**src/rtl/regfile_sb_if.sv**
```systemverilog
// regfile_sb_if
//   Bundles the register-file port signals between decode/writeback (master)
//   and the register file (slave).
//   Write port   : wr_en, wr_addr, wr_data
//   Read ports   : rd_addr_1/2 -> rd_data_1/2, busy_1/2 (combinational)
//   Scoreboard   : rsv_en, rsv_addr -> sb_err (sticky)
//   Debug/status : dbg_addr -> dbg_data (registered), wr_count
//   XLEN and AW must match the parameters of the regfile_sb instance.
interface regfile_sb_if #(
  parameter int XLEN = 32,
  parameter int AW   = 5
);
  logic            wr_en;
  logic [AW-1:0]   wr_addr;
  logic [XLEN-1:0] wr_data;
  logic [AW-1:0]   rd_addr_1;
  logic [AW-1:0]   rd_addr_2;
  logic [XLEN-1:0] rd_data_1;
  logic [XLEN-1:0] rd_data_2;
  logic            busy_1;
  logic            busy_2;
  logic            rsv_en;
  logic [AW-1:0]   rsv_addr;
  logic            sb_err;
  logic [AW-1:0]   dbg_addr;
  logic [XLEN-1:0] dbg_data;
  logic [31:0]     wr_count;

  modport master (
    output wr_en, wr_addr, wr_data, rd_addr_1, rd_addr_2, rsv_en, rsv_addr, dbg_addr,
    input  rd_data_1, rd_data_2, busy_1, busy_2, sb_err, dbg_data, wr_count
  );

  modport slave (
    input  wr_en, wr_addr, wr_data, rd_addr_1, rd_addr_2, rsv_en, rsv_addr, dbg_addr,
    output rd_data_1, rd_data_2, busy_1, busy_2, sb_err, dbg_data, wr_count
  );
endinterface

```
**src/rtl/regfile_sb.sv**
```systemverilog
// regfile_sb
//   Integer register file with an integrated write-pending scoreboard.
//   Two combinational read ports with write-through bypass, one write port,
//   optional hardwired-zero register 0, registered debug read port.
//   Ports:
//     clock : rising-edge clock
//     reset : asynchronous, active-low; clears registers, busy bits, sb_err,
//             dbg_data and wr_count
//     bus   : regfile_sb_if slave modport (see interface header)
//   An address is valid when it is < NREGS and not register 0 with ZERO_REG=1.
//   Invalid addresses read as zero, are never busy, and ignore writes and
//   reservations.
module regfile_sb #(
  parameter int XLEN     = 32,
  parameter int NREGS    = 32,
  parameter int AW       = 5,
  parameter int ZERO_REG = 1
) (
  input  logic        clock,
  input  logic        reset,
  regfile_sb_if.slave bus
);

  localparam logic [AW:0] NREGS_L = (AW+1)'(NREGS);

  logic [XLEN-1:0]  regs [NREGS];
  logic [NREGS-1:0] busy;
  logic [NREGS-1:0] busy_nxt;
  logic             sb_err_q;
  logic [31:0]      wr_count_q;
  logic [XLEN-1:0]  dbg_q;

  logic wr_ok;
  logic rsv_ok;
  logic hit_1;
  logic hit_2;

  function automatic logic addr_ok(input logic [AW-1:0] a);
    return ({1'b0, a} < NREGS_L) && !((ZERO_REG != 0) && (a == '0));
  endfunction

  assign wr_ok  = bus.wr_en && addr_ok(bus.wr_addr);
  assign rsv_ok = bus.rsv_en && addr_ok(bus.rsv_addr);

  // Raw address match is enough for bypass: the read side is already gated by
  // addr_ok on the same address, so an invalid write never leaks through.
  assign hit_1 = bus.wr_en && (bus.wr_addr == bus.rd_addr_1);
  assign hit_2 = bus.wr_en && (bus.wr_addr == bus.rd_addr_2);

  // NOTE: every combinational output gets a default before any branch, so no
  // path leaves a signal unassigned and no latch is inferred.
  always_comb begin
    bus.rd_data_1 = '0;
    bus.busy_1    = 1'b0;
    if (addr_ok(bus.rd_addr_1)) begin
      bus.rd_data_1 = hit_1 ? bus.wr_data : regs[bus.rd_addr_1];
      bus.busy_1    = busy[bus.rd_addr_1] && !hit_1;
    end
  end

  always_comb begin
    bus.rd_data_2 = '0;
    bus.busy_2    = 1'b0;
    if (addr_ok(bus.rd_addr_2)) begin
      bus.rd_data_2 = hit_2 ? bus.wr_data : regs[bus.rd_addr_2];
      bus.busy_2    = busy[bus.rd_addr_2] && !hit_2;
    end
  end

  // A write retires the pending producer; a reservation on the same edge
  // belongs to a newer producer, so it is applied last and wins.
  always_comb begin
    busy_nxt = busy;
    for (int i = 0; i < NREGS; i++) begin
      if (wr_ok && (bus.wr_addr == AW'(i)))   busy_nxt[i] = 1'b0;
      if (rsv_ok && (bus.rsv_addr == AW'(i))) busy_nxt[i] = 1'b1;
    end
  end

  // NOTE: state is updated with non-blocking assignments so every register
  // samples pre-edge values; dbg_q therefore sees storage before this edge's
  // write.
  always_ff @(posedge clock or negedge reset) begin
    if (!reset) begin
      // NOTE: the storage array is reset explicitly because architectural
      // state must read as zero immediately after reset; this rules out a
      // RAM macro and keeps it as flops.
      for (int i = 0; i < NREGS; i++) regs[i] <= '0;
      busy       <= '0;
      sb_err_q   <= 1'b0;
      wr_count_q <= '0;
      dbg_q      <= '0;
    end else begin
      if (wr_ok) begin
        regs[bus.wr_addr] <= bus.wr_data;
        wr_count_q        <= wr_count_q + 32'd1;
      end
      busy <= busy_nxt;
      // Double reservation without an intervening write means decode issued
      // a second producer while the first was still in flight.
      if (rsv_ok && busy[bus.rsv_addr] && !(wr_ok && (bus.wr_addr == bus.rsv_addr)))
        sb_err_q <= 1'b1;
      dbg_q <= addr_ok(bus.dbg_addr) ? regs[bus.dbg_addr] : '0;
    end
  end

  assign bus.sb_err   = sb_err_q;
  assign bus.wr_count = wr_count_q;
  assign bus.dbg_data = dbg_q;

endmodule

```
**src/flat_wrapper.sv**
```systemverilog
// flat-port wrapper written by rule: the top's interface ports become plain ports
module regfile_sb_flat 
#(
  parameter int XLEN     = 32,
  parameter int NREGS    = 32,
  parameter int AW       = 5,
  parameter int ZERO_REG = 1
)
  (clock, reset, bus_wr_en, bus_wr_addr, bus_wr_data, bus_rd_addr_1, bus_rd_addr_2, bus_rsv_en, bus_rsv_addr, bus_dbg_addr, bus_rd_data_1, bus_rd_data_2, bus_busy_1, bus_busy_2, bus_sb_err, bus_dbg_data, bus_wr_count);
  regfile_sb_if #(.XLEN(XLEN), .AW(AW)) bus_i ();
  input  logic clock;
  input  logic reset;
  input wire logic [$bits(bus_i.wr_en)-1:0] bus_wr_en;
  input wire logic [$bits(bus_i.wr_addr)-1:0] bus_wr_addr;
  input wire logic [$bits(bus_i.wr_data)-1:0] bus_wr_data;
  input wire logic [$bits(bus_i.rd_addr_1)-1:0] bus_rd_addr_1;
  input wire logic [$bits(bus_i.rd_addr_2)-1:0] bus_rd_addr_2;
  input wire logic [$bits(bus_i.rsv_en)-1:0] bus_rsv_en;
  input wire logic [$bits(bus_i.rsv_addr)-1:0] bus_rsv_addr;
  input wire logic [$bits(bus_i.dbg_addr)-1:0] bus_dbg_addr;
  output wire logic [$bits(bus_i.rd_data_1)-1:0] bus_rd_data_1;
  output wire logic [$bits(bus_i.rd_data_2)-1:0] bus_rd_data_2;
  output wire logic [$bits(bus_i.busy_1)-1:0] bus_busy_1;
  output wire logic [$bits(bus_i.busy_2)-1:0] bus_busy_2;
  output wire logic [$bits(bus_i.sb_err)-1:0] bus_sb_err;
  output wire logic [$bits(bus_i.dbg_data)-1:0] bus_dbg_data;
  output wire logic [$bits(bus_i.wr_count)-1:0] bus_wr_count;
  assign bus_i.wr_en = bus_wr_en;
  assign bus_i.wr_addr = bus_wr_addr;
  assign bus_i.wr_data = bus_wr_data;
  assign bus_i.rd_addr_1 = bus_rd_addr_1;
  assign bus_i.rd_addr_2 = bus_rd_addr_2;
  assign bus_i.rsv_en = bus_rsv_en;
  assign bus_i.rsv_addr = bus_rsv_addr;
  assign bus_i.dbg_addr = bus_dbg_addr;
  assign bus_rd_data_1 = bus_i.rd_data_1;
  assign bus_rd_data_2 = bus_i.rd_data_2;
  assign bus_busy_1 = bus_i.busy_1;
  assign bus_busy_2 = bus_i.busy_2;
  assign bus_sb_err = bus_i.sb_err;
  assign bus_dbg_data = bus_i.dbg_data;
  assign bus_wr_count = bus_i.wr_count;
  regfile_sb #(.XLEN(XLEN), .NREGS(NREGS), .AW(AW), .ZERO_REG(ZERO_REG)) u_core (.clock(clock), .reset(reset), .bus(bus_i));
endmodule
```
**config.mk**
```make
export PLATFORM = sky130hd
export DESIGN_NAME = regfile_sb_flat
export DESIGN_NICKNAME = d
export VERILOG_FILES = /design/src/rtl/regfile_sb_if.sv /design/src/rtl/regfile_sb.sv /design/src/flat_wrapper.sv
export SDC_FILE = /design/constraint.sdc
export NUM_CORES = 2
export LEC_CHECK = 0
export ABC_AREA = 1
export CORE_UTILIZATION = 35
export CTS_BUF_LIST = sky130_fd_sc_hd__clkbuf_8 sky130_fd_sc_hd__clkbuf_16
export CTS_CLUSTER_SIZE = 25
export DETAILED_ROUTE_END_ITERATION = 12
export MAX_ROUTING_LAYER = met4
export PLACE_DENSITY_LB_ADDON = 0.15
export SYNTH_ARGS = -nofsm -noshare
export SYNTH_HDL_FRONTEND = slang
export SYNTH_SLANG_ARGS = --single-unit
```
**constraint.sdc**
```tcl
create_clock -name clock -period 1.9 [get_ports clock]
set_clock_uncertainty 0.15 [all_clocks]
set_input_delay 0.285 -clock clock [delete_from_list [all_inputs] [get_ports clock]]
set_output_delay 0.285 -clock clock [all_outputs]
set_load 0.01 [all_outputs]
```
### Track usage over the die

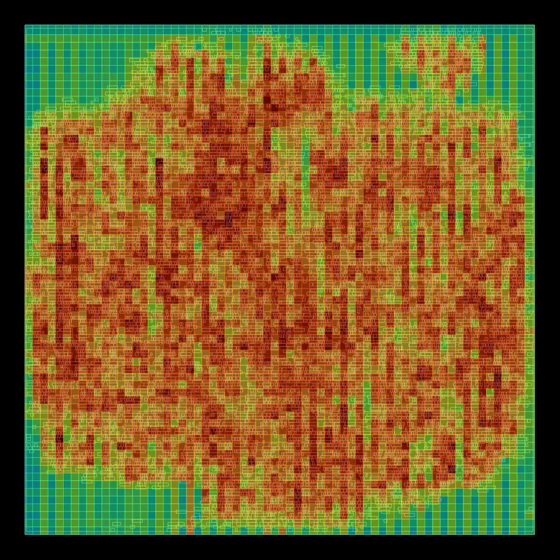
GR Util met3: 0.0643
GRT Max-Usage Layer: met2

### Wires at chosen ports, followed through buffers

(1 px per µm)
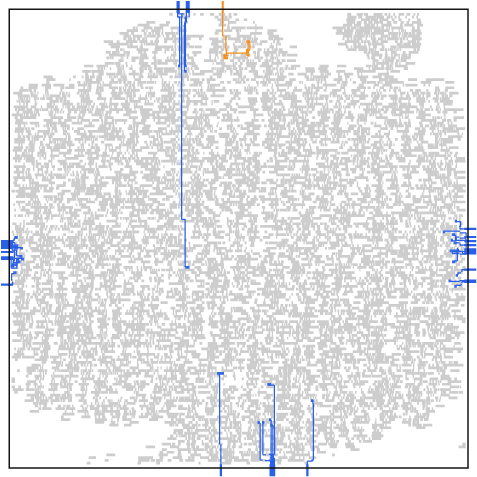
Key: `bus_rd_data_2` = blue [bits 32, direction output, end cells 32, buffers 32, wire 1,270 µm]; `bus_rsv_en` = orange [bits 1, direction input, end cells 7, buffers 3, wire 106 µm]
IO Port Bufs: 191
Ports: 192

==> results_slide.txt <==
Synthesis and Place & Route Summary

Clocking
  • CTS Buf Count: 146
  • Clk sink count: 1,121
  • CTS tree: built

Detailed routing
  • Residual DRC: 0
  • Vias per cell: 5.70
  • Top Layer Used: met4

Synthesis
  • FF+latch count, synth: 1,121
  • EDFF count, synth: 0
  • Synthesized instance count: 10,900
  • Dominant Register Cell: dfrtp_1

Worst hold path
  • Hold path start: bus_rsv_addr[3]
  • WHS Endpoint: u_core.busy[17]
  • Worst hold path type: primary input to register

Global routing
  • Largest net degree at the start of global routing: 82

Setup path
  • Req. time, crit path: 1.46 ns
  • CP max stage cell: dfrtp_1
  • Data arrival, critical path: 2.26 ns
  • Reg2reg setup slack: 0.06 ns
  • Worst r2r dst: u_core.regs[518]
  • Kind of critical path: register to output pin

Power and ir drop
  • Psw: 0.0321 W
  • Seq pwr share: 0.349

Placement
  • Placer Congestion: 0.983

Final timing
  • Setup-failing EPs final: 67
  • Post-route worst setup slack: -0.797 ns

Outcome
  • Failing checks: setup timing
  • Status: finished, violations left

Floorplanning
  • Fp util: 0.353
### Wiring heat map

23 x 23 tiles, from white (low) to dark blue (high), scaled to the fullest tile. Values are wire area over tile area, all layers added.
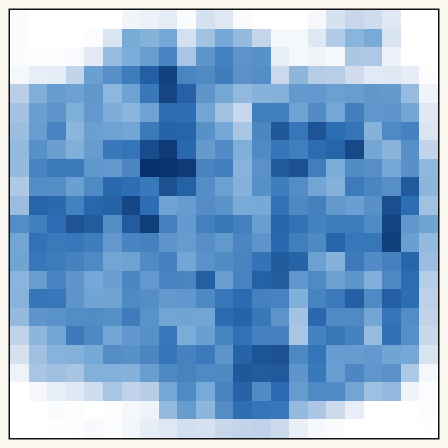
7.6% of the tiles are nearly empty. 63% of the tiles are over half the peak. The mean over all tiles is 0.32. The fullest tile reaches 0.64.
GRT Overall Usage: 0.372
Post-Route WL: 387,000 µm
Routed WL per cell: 25.5 µm
vias: 86,700

final cells by class:
cell class	count	area share
clock inverters	74	0.00698
repair buffers	2288	0.221
clock buffers	191	0.0423
well taps	2688	0.0329
flip-flops and latches	1121	0.275
multi-input cells	8007	0.390
inverters	818	0.0311
diodes	15	0.000368
power groups by stage:
stage | combinational [W] | clock, W | sequential [W]
2_1_floorplan | 0.0133 | 0 | 0.0317
4_1_cts | 0.0292 | 0.0299 | 0.0320
5_1_grt | 0.0335 | 0.0308 | 0.0327
3_5_place_dp | 0.0273 | 0 | 0.0322
3_3_place_gp | 0.0270 | 0 | 0.0321
6_report | 0.0307 | 0.0295 | 0.0323
cells by family after synthesis:
family          after synthesis  synth area share
xor+xnor                     28           0.00338
fa+ha+maj                     1          0.000173
buf+inv                    1817             0.102
simple gates               5190             0.297
compound gates             2788             0.210
flops                      1121             0.387
per-stage QoR:
stage | setup slack, ns | total power, W | setup TNS [ns] | hold WS (ns) | area (µm²)
finish | -0.797 | 0.0925 | -43.04 | 0.0926 | 102000
global route | -0.901 | 0.0970 | -49.05 | 0.0874 | 102000
CTS | -0.858 | 0.0911 | -46.54 | 0.0467 | 100000
detailed placement | -1.52 | 0.0596 | -741.54 | 0.0466 | 92500
global placement | -1.55 | 0.0591 | -731.67 | 0.0469 | 92500
floorplan | 0.000160 | 0.0450 | 0 | -0.161 | 72800
registers in the layout, indices dropped and copies added, names as in the netlist:
signal / count
u_core.regs: 1024
u_core.bus.dbg_data: 32
u_core.bus.sb_err: 1
u_core.bus.wr_count: 32
u_core.busy: 32
how the worst max path moves through the flow:
stage,end,depth (start not counted)
floorplan,bus_rd_data_1[26],11
global placement,bus_rd_data_1[30],10
detailed placement,bus_rd_data_1[30],10
CTS,bus_rd_data_2[17],12
global route,bus_rd_data_2[5],9
finish,bus_rd_data_2[17],12
Power and IR drop assume default switching activity.
